[src/rtl/fifo_stream_reader.sv]
// Read-domain drain engine: pops the async FIFO into a 2-entry output buffer feeding a
// valid/ready stream, with a discard-all flush sequence and an accepted-beat counter.
module fifo_stream_reader #(
   parameter int DATASIZE = 8,
   parameter int CNTSIZE  = 16
) (
   input  logic                rclk,
   input  logic                rrst,
   input  logic                en,
   input  logic                flush,
   input  logic                fifo_empty,
   input  logic [DATASIZE-1:0] fifo_rdata,
   output logic                fifo_rinc,
   output logic [DATASIZE-1:0] m_data,
   output logic                m_valid,
   input  logic                m_ready,
   output logic                busy,
   output logic [CNTSIZE-1:0]  word_count
);

   typedef enum logic [1:0] {
      ST_IDLE  = 2'd0,
      ST_RUN   = 2'd1,
      ST_FLUSH = 2'd2
   } state_t;

   state_t              state_r;
   state_t              state_nxt_s;
   logic [1:0]          buf_cnt_r;
   logic [1:0]          buf_cnt_nxt_s;
   logic [DATASIZE-1:0] buf0_r;
   logic [DATASIZE-1:0] buf1_r;
   logic [DATASIZE-1:0] buf0_nxt_s;
   logic [DATASIZE-1:0] buf1_nxt_s;
   logic                m_valid_r;
   logic                busy_r;
   logic [CNTSIZE-1:0]  word_count_r;
   logic                fifo_rinc_s;
   logic                push_s;
   logic                accept_s;

   // m_valid is registered, so the accept term never feeds back into the pop strobe.
   assign accept_s   = m_valid_r && m_ready;
   assign push_s     = fifo_rinc_s && (state_r == ST_RUN);
   assign fifo_rinc  = fifo_rinc_s;
   assign m_data     = buf0_r;
   assign m_valid    = m_valid_r;
   assign busy       = busy_r;
   assign word_count = word_count_r;

   // Pop strobe decoded only from registered state, buffer occupancy and fifo_empty.
   always_comb begin
      fifo_rinc_s = 1'b0;
      case (state_r)
         ST_RUN:   fifo_rinc_s = !fifo_empty && (buf_cnt_r < 2'd2);
         ST_FLUSH: fifo_rinc_s = !fifo_empty;
         default:  fifo_rinc_s = 1'b0;
      endcase
   end

   // Next-state logic; flush overrides every other transition.
   always_comb begin
      state_nxt_s = state_r;
      if (flush) begin
         state_nxt_s = ST_FLUSH;
      end else begin
         case (state_r)
            ST_IDLE: begin
               if (en) begin
                  state_nxt_s = ST_RUN;
               end else begin
                  state_nxt_s = ST_IDLE;
               end
            end
            ST_RUN: begin
               if (en) begin
                  state_nxt_s = ST_RUN;
               end else begin
                  state_nxt_s = ST_IDLE;
               end
            end
            ST_FLUSH: begin
               if (!fifo_empty) begin
                  state_nxt_s = ST_FLUSH;
               end else if (en) begin
                  state_nxt_s = ST_RUN;
               end else begin
                  state_nxt_s = ST_IDLE;
               end
            end
            default: state_nxt_s = ST_IDLE;
         endcase
      end
   end

   // Output buffer update: buf0 is the head; a push lands behind whatever survives the accept.
   always_comb begin
      buf_cnt_nxt_s = buf_cnt_r;
      buf0_nxt_s    = buf0_r;
      buf1_nxt_s    = buf1_r;
      if (flush) begin
         buf_cnt_nxt_s = 2'd0;
      end else begin
         case ({push_s, accept_s})
            2'b01: begin
               buf0_nxt_s    = buf1_r;
               buf_cnt_nxt_s = buf_cnt_r - 2'd1;
            end
            2'b10: begin
               if (buf_cnt_r == 2'd0) begin
                  buf0_nxt_s = fifo_rdata;
               end else begin
                  buf1_nxt_s = fifo_rdata;
               end
               buf_cnt_nxt_s = buf_cnt_r + 2'd1;
            end
            2'b11: begin
               if (buf_cnt_r == 2'd1) begin
                  buf0_nxt_s = fifo_rdata;
               end else begin
                  buf0_nxt_s = buf1_r;
                  buf1_nxt_s = fifo_rdata;
               end
            end
            default: buf_cnt_nxt_s = buf_cnt_r;
         endcase
      end
   end

   // State, buffer and registered output flops.
   always_ff @(posedge rclk or posedge rrst) begin
      if (rrst) begin
         state_r      <= ST_IDLE;
         buf_cnt_r    <= 2'd0;
         buf0_r       <= {DATASIZE{1'b0}};
         buf1_r       <= {DATASIZE{1'b0}};
         m_valid_r    <= 1'b0;
         busy_r       <= 1'b0;
         word_count_r <= {CNTSIZE{1'b0}};
      end else begin
         state_r      <= state_nxt_s;
         buf_cnt_r    <= buf_cnt_nxt_s;
         buf0_r       <= buf0_nxt_s;
         buf1_r       <= buf1_nxt_s;
         m_valid_r    <= (buf_cnt_nxt_s != 2'd0) && (state_nxt_s != ST_FLUSH);
         busy_r       <= (state_nxt_s == ST_FLUSH);
         word_count_r <= word_count_r + {{(CNTSIZE-1){1'b0}}, accept_s};
      end
   end

endmodule
[config.mk]
export PLATFORM = sky130hd
export DESIGN_NAME = fifo_stream_reader
export DESIGN_NICKNAME = d
export VERILOG_FILES = /design/src/rtl/fifo_stream_reader.sv
export SDC_FILE = /design/constraint.sdc
export NUM_CORES = 1
export LEC_CHECK = 0
export CAP_MARGIN = 30
export CORE_MARGIN = 2
export CORE_UTILIZATION = 54
export DETAILED_ROUTE_END_ITERATION = 8
export GPL_TIMING_DRIVEN = 0
export PLACE_DENSITY = 0.9
export REMOVE_ABC_BUFFERS = 1
export SYNTH_ARGS = -nofsm -noshare
export SYNTH_HDL_FRONTEND = slang
export SYNTH_SLANG_ARGS = --single-unit
[constraint.sdc]
create_clock -name rclk -period 3.5 [get_ports rclk]
set_input_delay 0.7 -clock rclk [delete_from_list [all_inputs] [get_ports rclk]]
set_output_delay 0.7 -clock rclk [all_outputs]
set_load 0.005 [all_outputs]
Fig. 1: sequential cells coloured by netlist name
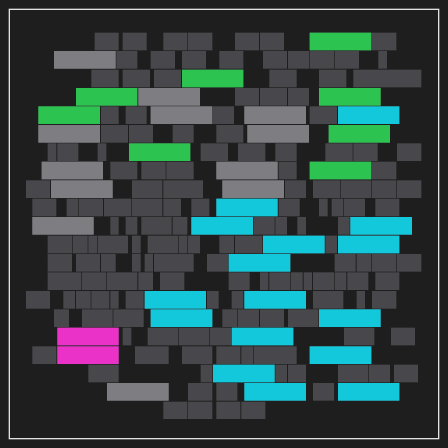
colour	netlist name	placed flops
magenta	`state_r`	2
green	`m_data`	8
cyan	`word_count`	16
not coloured	12
combined flip-flop and latch cell area: 950.9 µm²
fraction of area in registers: 0.3940
power of the sequential group: 443 µW

Fig. 2: routing congestion
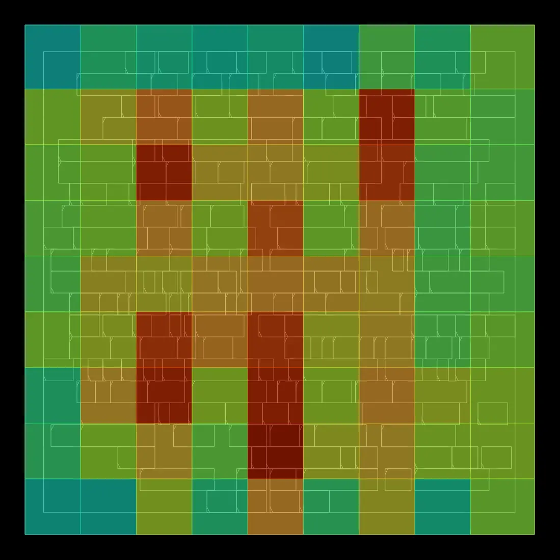
global router's overall resource usage: 0.2041
highest-utilization routing layer at the global route stage: met2

Fig. 3: met2 routing
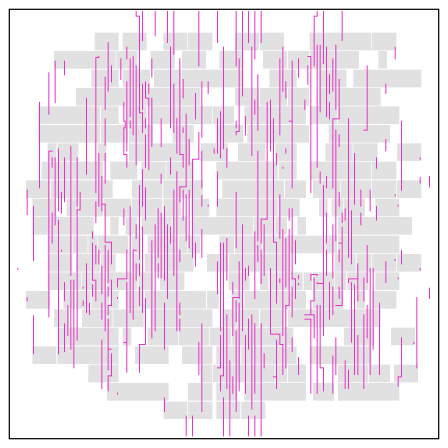
main direction	vertical
share of all routed wire	55%
grt met2 use: 0.3777
Routed WL: 3.520 mm
routed via count: 1,302

==> run summary <==
Synthesis and PnR results.

- The detailed-router iteration count before antenna repair reads 4.
- Of all the cell area in the finished design, non-clock buffers hold 0.1773.
- The worst setup path is launched from an input pin.
- The cell kind with the greatest summed area is sequential cells.
- The largest voltage drop on the vdd net is ~0.26 mV.
- For this run, the top clock speed supported by timing is approximately 390 MHz.
- The warning total across the stage logs is 32.
- Along the critical path, the tally of buffer and inverter instances is 3.
- The post-route worst hold slack reads 0.4778 ns.
- The number of clock buffer instances in the layout is 6.
- Among all stages on the critical path, the maximum delay recorded is roughly 0.51 ns.
- The area of the multi-input gates reads about 900 µm².
- The detail route stage leaves a number of antenna-violating nets equal to 0.
- The worst-case setup margin in the final layout reads slightly above 0.9 ns.
- The antenna diode count is 0.
- Entering global routing, the biggest net connects 23 pins.
- The post-synthesis instance total reads about 150.
- For reference, the mux area share after synthesis is 0.1120.
- From synthesis to final layout, the design area changed by 27.83%.
- Measured along the x axis, the die boundary spans between 60 and 70 µm.
- The number of cells on the worst reg-to-reg path is 9.
- The last element of the critical path is fifo_rinc.
- The worst setup path startpoint is fifo_empty.
- The report counts max-capacitance violations totalling 0.
- The leading area contributor after synthesis is dfrtp_1.
- The first-pass GRT wire length is 6.251 mm.
- The number of placement rows is 21.
- After clock tree synthesis, the flow added hold-fix buffers numbering 0.
- By area the synthesized netlist is led by dfrtp_1 50%, mux2_2 9.5%, ha_1 8.0%, a22o_1 3.7%, xor2_1 3.7%.
- The commonest register cell is dfrtp_1.
- The internal power summed over all cells reads 560.9 µW.
- The endpoint of the worst register-to-register path is m_data[7].
- The depth of the worst hold-timing path reads 1.
- Per the synthesis report, the adder-cell share of the synthesized area is 0.07952.
- Per the cell usage report, the commonest logic cells after layout are 40 x clkdlybuf4s50_1, 38 x dfrtp_1, 16 x mux2_2, 12 x ha_1, 9 x inv_1.
- The number of filler instances in the final layout is between 200 and 250.
- The number of remaining DRC errors is 0.
- The routed wirelength normalized by instance count is 14.73 µm.
- The area of the core region is approximately 3300 µm².
- The global routing met1 resource utilization reads 0.2112.
- The cell sequence reported for the critical path is clkdlybuf4s50_1 -> inv_1 -> o211a_1 -> clkdlybuf4s50_1.
- The CTS tree reads done.
- The H-tree level count reads 2.
- There are 38 flip-flops and latches.
- The flow ran to the end, and the final reports show no timing, DRC or antenna violations.
- The portion of the post-synthesis area used by sequential elements is 0.5036.
- The number of flip-flops in the largest register reads 16.
- The share of the clock period used by the worst path after layout is 0.7415.
- Per the CTS log, the root buffer master is clkbuf_4.
- The longest clock path from root to sink contains 2 buffers.
- The final sum of negative setup slack reads 0 ns.
- Of all the cell area in the finished design, the clock network holds 0.02125.
- The number of setup buffers added after CTS is 0.
- The worst-case register-to-register setup slack reads approximately 0.95 ns.
- In this run the cell area of the synthesized design comes to around 1900 µm².
- The switching power of the nets reads approximately 160 µW.
- After clock tree synthesis, the clock-pin slew on the worst setup and hold paths is around 0.1 ns.
- The number of failing hold endpoints at the final stage is 0.
Power is estimated from default activity; no workload was simulated.
